$ cat src/rtl/uart_tx_arbiter.sv
// ----------------------------------------------------------------------------
// uart_tx_arbiter
//
// Shares one UART transmitter between two byte requesters. A requester holds
// reqN high with its byte on dataN. While the arbiter is idle it grants one
// requester, latches that byte onto tx_data and pulses ackN for one cycle.
// It then holds tx_en high for FRAME_TICKS baud ticks, which covers start, data
// and stop bits. After that it waits GAP_TICKS idle baud ticks before it looks
// at requests again. When both requesters ask at once, the grant alternates.
//
// Parameters
//   FRAME_TICKS  baud ticks with tx_en high per byte (>= 2)
//   GAP_TICKS    idle baud ticks after each frame   (>= 1)
//
// Ports
//   clk          system clock, rising edge
//   rst          synchronous active-high reset
//   baud_tick    one-clk pulse per bit period
//   req0/req1    level requests
//   data0/data1  bytes offered, stable while the matching req is high
//   ack0/ack1    one-cycle pulse: the byte was latched
//   tx_en        enable to the shared transmitter
//   tx_data      byte presented to the transmitter
//   grant_id     index of the requester granted last
//   busy         high whenever the arbiter is not idle
// ----------------------------------------------------------------------------
module uart_tx_arbiter #(
    parameter int FRAME_TICKS = 10,
    parameter int GAP_TICKS   = 1
) (
    input  logic       clk,
    input  logic       rst,
    input  logic       baud_tick,
    input  logic       req0,
    input  logic       req1,
    input  logic [7:0] data0,
    input  logic [7:0] data1,
    output logic       ack0,
    output logic       ack1,
    output logic       tx_en,
    output logic [7:0] tx_data,
    output logic       grant_id,
    output logic       busy
);

    localparam int MAX_TICKS = (FRAME_TICKS > GAP_TICKS) ? FRAME_TICKS : GAP_TICKS;
    localparam int CNT_W     = $clog2(MAX_TICKS + 1);

    // The counter runs 0 .. N-1. The tick that arrives at N-1 ends the
    // phase, so the counter never has to hold N and cannot wrap.
    localparam logic [CNT_W-1:0] FRAME_LAST = CNT_W'(FRAME_TICKS - 1);
    localparam logic [CNT_W-1:0] GAP_LAST   = CNT_W'(GAP_TICKS - 1);

    localparam logic [1:0] ST_IDLE = 2'd0;
    localparam logic [1:0] ST_SEND = 2'd1;
    localparam logic [1:0] ST_GAP  = 2'd2;

    logic [1:0]       state_q,      state_d;
    logic [CNT_W-1:0] cnt_q,        cnt_d;
    logic             tx_en_q,      tx_en_d;
    logic             ack0_q,       ack0_d;
    logic             ack1_q,       ack1_d;
    logic [7:0]       tx_data_q,    tx_data_d;
    logic             grant_id_q,   grant_id_d;
    logic             last_grant_q, last_grant_d;

    // Arbitration. On a tie the requester that did not win last time is
    // picked. Otherwise the single requester wins.
    logic grant_vld;
    logic grant_sel;

    always_comb begin
        grant_vld = req0 | req1;
        grant_sel = (req0 & req1) ? ~last_grant_q : req1;
    end

    always_comb begin
        state_d      = state_q;
        cnt_d        = cnt_q;
        tx_en_d      = tx_en_q;
        ack0_d       = 1'b0;
        ack1_d       = 1'b0;
        tx_data_d    = tx_data_q;
        grant_id_d   = grant_id_q;
        last_grant_d = last_grant_q;

        unique case (state_q)
            ST_IDLE: begin
                // A baud_tick in the grant cycle is ignored on purpose.
                // Counting starts on the first tick after entry to SEND,
                // so the frame always covers FRAME_TICKS whole bit periods.
                if (grant_vld) begin
                    tx_data_d    = grant_sel ? data1 : data0;
                    ack0_d       = ~grant_sel;
                    ack1_d       = grant_sel;
                    grant_id_d   = grant_sel;
                    last_grant_d = grant_sel;
                    tx_en_d      = 1'b1;
                    cnt_d        = '0;
                    state_d      = ST_SEND;
                end
            end

            ST_SEND: begin
                if (baud_tick) begin
                    if (cnt_q == FRAME_LAST) begin
                        tx_en_d = 1'b0;
                        cnt_d   = '0;
                        state_d = ST_GAP;
                    end else begin
                        cnt_d = cnt_q + CNT_W'(1);
                    end
                end
            end

            ST_GAP: begin
                if (baud_tick) begin
                    if (cnt_q == GAP_LAST) begin
                        cnt_d   = '0;
                        state_d = ST_IDLE;
                    end else begin
                        cnt_d = cnt_q + CNT_W'(1);
                    end
                end
            end

            default: begin
                // Unreachable encoding. Go back to a safe idle state.
                tx_en_d = 1'b0;
                cnt_d   = '0;
                state_d = ST_IDLE;
            end
        endcase
    end

    // Reset has priority everywhere. A byte in flight is dropped without
    // any further ack.
    always_ff @(posedge clk) begin
        if (rst) begin
            state_q      <= ST_IDLE;
            cnt_q        <= '0;
            tx_en_q      <= 1'b0;
            ack0_q       <= 1'b0;
            ack1_q       <= 1'b0;
            tx_data_q    <= 8'h00;
            grant_id_q   <= 1'b0;
            last_grant_q <= 1'b1;
        end else begin
            state_q      <= state_d;
            cnt_q        <= cnt_d;
            tx_en_q      <= tx_en_d;
            ack0_q       <= ack0_d;
            ack1_q       <= ack1_d;
            tx_data_q    <= tx_data_d;
            grant_id_q   <= grant_id_d;
            last_grant_q <= last_grant_d;
        end
    end

    assign ack0     = ack0_q;
    assign ack1     = ack1_q;
    assign tx_en    = tx_en_q;
    assign tx_data  = tx_data_q;
    assign grant_id = grant_id_q;
    assign busy     = (state_q != ST_IDLE);

endmodule

$ cat config.mk
export PLATFORM = sky130hd
export DESIGN_NAME = uart_tx_arbiter
export DESIGN_NICKNAME = d
export VERILOG_FILES = /design/src/rtl/uart_tx_arbiter.sv
export SDC_FILE = /design/constraint.sdc
export NUM_CORES = 1
export LEC_CHECK = 0
export CAP_MARGIN = 20
export CORE_MARGIN = 2
export CORE_UTILIZATION = 44
export DETAILED_ROUTE_END_ITERATION = 7
export GPL_TIMING_DRIVEN = 0
export PLACE_DENSITY = 0.84
export SYNTH_ARGS = -nofsm -noshare
export SYNTH_HDL_FRONTEND = slang
export SYNTH_SLANG_ARGS = --single-unit
$ cat constraint.sdc
create_clock -name clk -period 2.2 [get_ports clk]
set_clock_uncertainty 0.1 [all_clocks]
set_input_delay 0.44 -clock clk [delete_from_list [all_inputs] [get_ports clk]]
set_output_delay 0.44 -clock clk [all_outputs]
set_load 0.02 [all_outputs]
==> results_slide.txt <==
Physical Implementation Snapshot

Global routing
  – Global-route track usage on met3: 0.0175
  – Global Route Usage Sum: 0.180

Clock tree
  – Clk sinks: 19
  – Num CTS Buffers: 3
  – Clock root buffer: clkbuf_4

Routing
  – Wire per inst: 13.1 microns
  – Topmost layer with routed signal wires: met4

Floorplan
  – Core Util at FP: 0.457
  – Core area: 2150 sq um
  – Top Ports: 34
  – TAP cells: 28

STA
  – Fin. Hold Viols: 0
  – RSZ-0062 raised after global routing: no
  – Worst-margin pin slew: just under 0.6 ns
  – Final Setup Violations: 0

Min path
  – Hold EP: grant_id$_SDFFE_PP0N_
  – HP Class: reg -> reg

Power
  – Logic pwr share: 0.521
  – Biggest consumer: combinational cells
  – Lkg Pwr: roughly 0.51 nW

Critical path
  – CP Data Arrival Time: 1.49 ns
  – Worst path depth: 5

Yosys
  – Syn Inst Count: roughly 110
  – Post-synth mux share: 0.0918
  – Top cell type by total area after synthesis: dfxtp_1
  – Yosys adder share: 0.0765
  – Simple-Gate Area Share: 0.231
  – AND-OR/OR-AND Cells, Area Fraction: 0.166

Placement
  – Final GP Congestion: between 0.7 and 0.8
  – Final HPWL from detailed placement: roughly 1800 microns

Cells and area
  – Clock-cell share of area: 0.0192
  – Commonest non-fill, non-tap cell in the layout: clkdlybuf4s50_1
  – Post-layout util: 0.638
  – Plain + repair buffers: 38
  – Share of layout cells above drive strength 1: 0.0833
  – Combinational share of cell area: 0.404
  – Layout Cells excl Fill: approximately 170
  – Flip-flops: 19
  – Cell area after layout: 1370 sq um

Run
  – Tool warnings: 30

Outcome
  – Status: completed
==> images/layers.png <==
Two of the layers only.
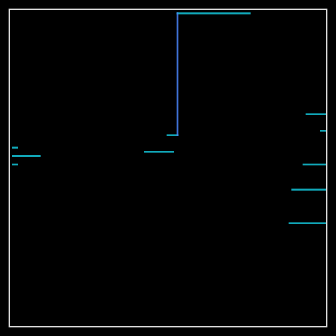
M4: in blue, wire length 19.7 microns. M3: in cyan, wire length 41.9 microns.

==> images/m1.png <==
The bar under the picture is 20 microns long. Supply wires on this layer in grey. Cells faint in the background.
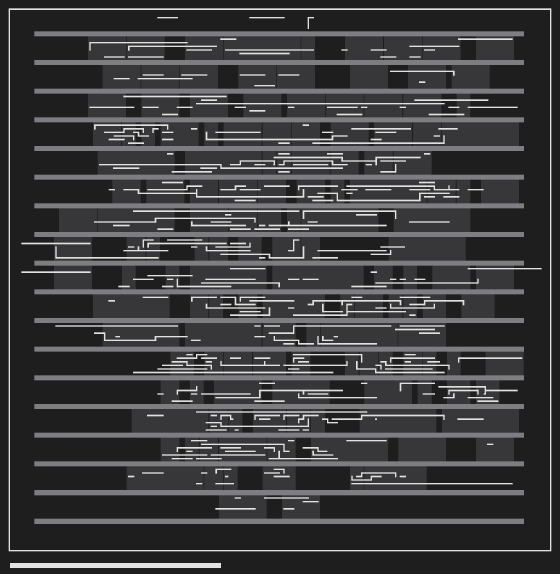
The wires run mostly horizontal. The longest straight run is 23.5 microns. The layer carries 1010 microns of wire. The layer holds 45% of the routed length.
via count: 919
met1 Use GR: 0.225
routed wire length: 2250 microns

Power is estimated from default activity; no workload was simulated.
